`src/rtl/rv523_serial_alu.sv`:
```
// Bit-serial ALU: one full-adder slice, LSB first; DONE pulses WIDTH+1 cycles after an accepted START.
// START is honoured only while READY (IDLE/FIN); requests while BUSY are dropped, not queued.
module rv523_serial_alu #(
   parameter int WIDTH = 32,
   parameter int CNTW  = 5
) (
   input  logic             CLK,
   input  logic             RST_N,
   input  logic             START,
   input  logic [2:0]       OP,
   input  logic [WIDTH-1:0] A,
   input  logic [WIDTH-1:0] B,
   output logic             READY,
   output logic             BUSY,
   output logic             DONE,
   output logic [WIDTH-1:0] RESULT
);

   typedef enum logic [1:0] {
      S_IDLE,
      S_RUN,
      S_FIN
   } state_t;

   localparam logic [2:0] OP_ADD  = 3'd0;
   localparam logic [2:0] OP_SUB  = 3'd1;
   localparam logic [2:0] OP_AND  = 3'd2;
   localparam logic [2:0] OP_OR   = 3'd3;
   localparam logic [2:0] OP_XOR  = 3'd4;
   localparam logic [2:0] OP_SLT  = 3'd5;
   localparam logic [2:0] OP_SLTU = 3'd6;

   state_t           state;
   logic [WIDTH-1:0] sa;
   logic [WIDTH-1:0] sb;
   logic [2:0]       opr;
   logic [CNTW-1:0]  cnt;
   logic             carry;

   logic a_bit, b_raw, b_eff, sum, cout, r_bit, lt, last;

   function automatic logic is_sub(input logic [2:0] op);
      return (op == OP_SUB) || (op == OP_SLT) || (op == OP_SLTU);
   endfunction

   always_comb begin
      a_bit = sa[0];
      b_raw = sb[0];
      b_eff = b_raw ^ is_sub(opr);
      sum   = a_bit ^ b_eff ^ carry;
      cout  = (a_bit & b_eff) | (carry & (a_bit ^ b_eff));
      last  = (cnt == CNTW'(WIDTH - 1));
      r_bit = 1'b0;
      case (opr)
         OP_ADD, OP_SUB: r_bit = sum;
         OP_AND:         r_bit = a_bit & b_raw;
         OP_OR:          r_bit = a_bit | b_raw;
         OP_XOR:         r_bit = a_bit ^ b_raw;
         default:        r_bit = 1'b0;
      endcase
      // Signed compare: differing sign bits decide directly, otherwise the difference's sign does.
      lt = 1'b0;
      if (opr == OP_SLT)
         lt = (a_bit != b_raw) ? a_bit : sum;
      else if (opr == OP_SLTU)
         lt = ~cout;
   end

   always_ff @(posedge CLK) begin
      if (!RST_N) begin
         state  <= S_IDLE;
         READY  <= 1'b1;
         BUSY   <= 1'b0;
         DONE   <= 1'b0;
         RESULT <= '0;
         sa     <= '0;
         sb     <= '0;
         opr    <= OP_ADD;
         cnt    <= '0;
         carry  <= 1'b0;
      end else begin
         case (state)
            S_IDLE, S_FIN: begin
               DONE <= 1'b0;
               if (START) begin
                  state <= S_RUN;
                  READY <= 1'b0;
                  BUSY  <= 1'b1;
                  sa    <= A;
                  sb    <= B;
                  opr   <= OP;
                  cnt   <= '0;
                  carry <= is_sub(OP);
               end else begin
                  state <= S_IDLE;
                  READY <= 1'b1;
                  BUSY  <= 1'b0;
               end
            end
            S_RUN: begin
               sa    <= sa >> 1;
               sb    <= sb >> 1;
               cnt   <= cnt + CNTW'(1);
               carry <= cout;
               if (last) begin
                  state <= S_FIN;
                  READY <= 1'b1;
                  BUSY  <= 1'b0;
                  DONE  <= 1'b1;
                  if ((opr == OP_SLT) || (opr == OP_SLTU))
                     RESULT <= {{(WIDTH-1){1'b0}}, lt};
                  else
                     RESULT <= {r_bit, RESULT[WIDTH-1:1]};
               end else begin
                  RESULT <= {r_bit, RESULT[WIDTH-1:1]};
               end
            end
            default: begin
               state <= S_IDLE;
               READY <= 1'b1;
               BUSY  <= 1'b0;
               DONE  <= 1'b0;
            end
         endcase
      end
   end

endmodule

```
`config.mk`:
```
export PLATFORM = sky130hd
export DESIGN_NAME = rv523_serial_alu
export DESIGN_NICKNAME = d
export VERILOG_FILES = /design/src/rtl/rv523_serial_alu.sv
export SDC_FILE = /design/constraint.sdc
export NUM_CORES = 1
export LEC_CHECK = 0
export CORE_UTILIZATION = 47
export CTS_BUF_LIST = sky130_fd_sc_hd__clkbuf_2 sky130_fd_sc_hd__clkbuf_4 sky130_fd_sc_hd__clkbuf_8
export CTS_CLUSTER_SIZE = 10
export DETAILED_ROUTE_END_ITERATION = 10
export HOLD_SLACK_MARGIN = 0.15
export PLACE_DENSITY = 0.84
export SYNTH_ARGS = -nofsm -noshare
export SYNTH_HDL_FRONTEND = slang
export SYNTH_SLANG_ARGS = --single-unit
```
`constraint.sdc`:
```
create_clock -name CLK -period 1.7 [get_ports CLK]
set_input_delay 0.34 -clock CLK [delete_from_list [all_inputs] [get_ports CLK]]
set_output_delay 0.34 -clock CLK [all_outputs]
set_load 0.02 [all_outputs]
```
Clock wiring as the flow saved it:
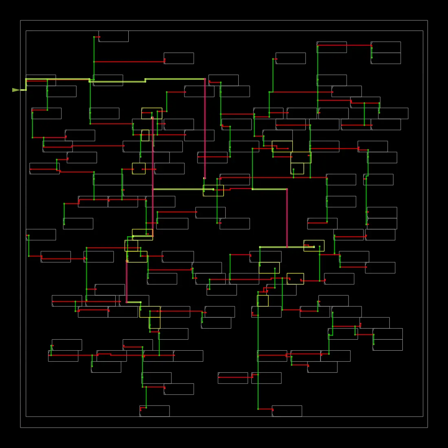
Worst Skew: 15.18 ps
CTS buffer count: 9
Skew-Pair Late Insertion Delay: 370 ps
clkbuf count: 9

Wiring by layer:
Drawn at 4 px/µm.
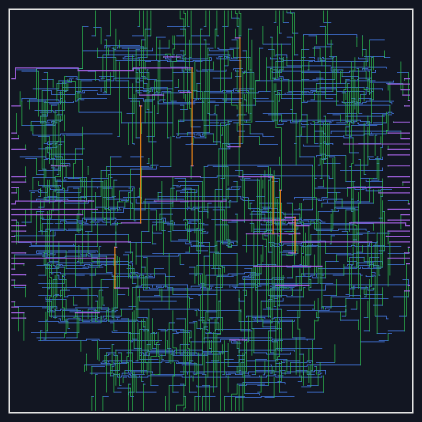
[green] M2 | wire length: 5050 µm
[orange] M4 | wire length: 127 µm
[purple] M3 | wire length: 525 µm
[blue] M1 | wire length: 4430 µm

==> results.json <==
{
  "largest_class": "sequential cells",
  "signal_buffers": 124,
  "drc": 0,
  "grt_pass1_vias": 3475,
  "layout.nets": 640,
  "seq_share_pct": 36.58,
  "status": "complete, but fails checks",
  "clockBufferDepth": 2,
  "cp.depth": 8,
  "warnings": 32,
  "power.clock.fraction_pct": 28.8,
  "maxSlewViolCount": 0,
  "final.setup.worst_slack_ps": -170.6,
  "synth-simple-area-share_pct": 13.83,
  "multi_input_comb_area_um2": 2122,
  "fin_util_pct": 64.65,
  "path_clk_slew_ps": 100,
  "ys_cells": 472,
  "bufAreaShareNonClock_pct": 22.18,
  "synth_warnings": 0,
  "dp.final_hpwl_mm": 6.609,
  "r2r_end": "RESULT[0]",
  "wl_met3_um": 524,
  "cts_max_level": 3,
  "max_slew.worst_pin.slew_ps": 361.5,
  "comb_cells": 314,
  "crit_type": "register to register",
  "routed_wl_mm": 10.14,
  "powerSeq_mw": 2.78,
  "die_y_um": 100.5,
  "core_um2": 9328,
  "fin_tns_setup_ps": -248.5,
  "ff_type": "dfxtp_1",
  "clock_sinks": 110,
  "p_int_mw": 3.685,
  "cts_tree": "yes",
  "portBuffers": 104,
  "path_cells": "and2b_1 -> a21oi_2 -> xnor2_1 -> fa_1 -> nand2b_1 -> a32o_1 -> nand4_1 -> a21boi_1",
  "slowest_delay_ps": 510,
  "crit_required_ps": 1960,
  "yosys-stat-area_um2": 4558,
  "grt_use_total_pct": 19.60,
  "hp-class": "input port to register",
  "setup_viol_count_final": 2,
  "failed_checks": "setup timing",
  "antennaDiodeCount": 0,
  "grtUsageMet2_pct": 34.30
}
Clock wires, drivers and flops:
Drawn at 3 px/µm.
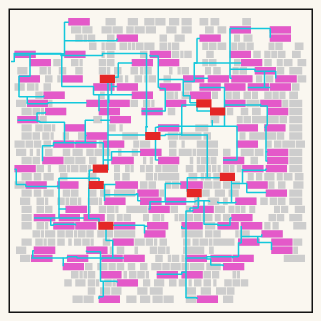
[cyan] clock wires | length: 1170 µm
[magenta] flip-flops | count: 110
[red] clock-net drivers | count: 9
flops lie: widely spread

Supply network:
Drawn at 4 px/µm. Pins as bars on the die edge.
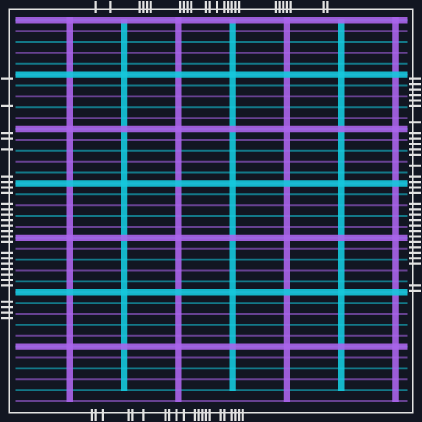
[purple] VSS
[cyan] VDD
rows: 35
met4 straps: 7
met1 rails: 36
met5 straps: 7

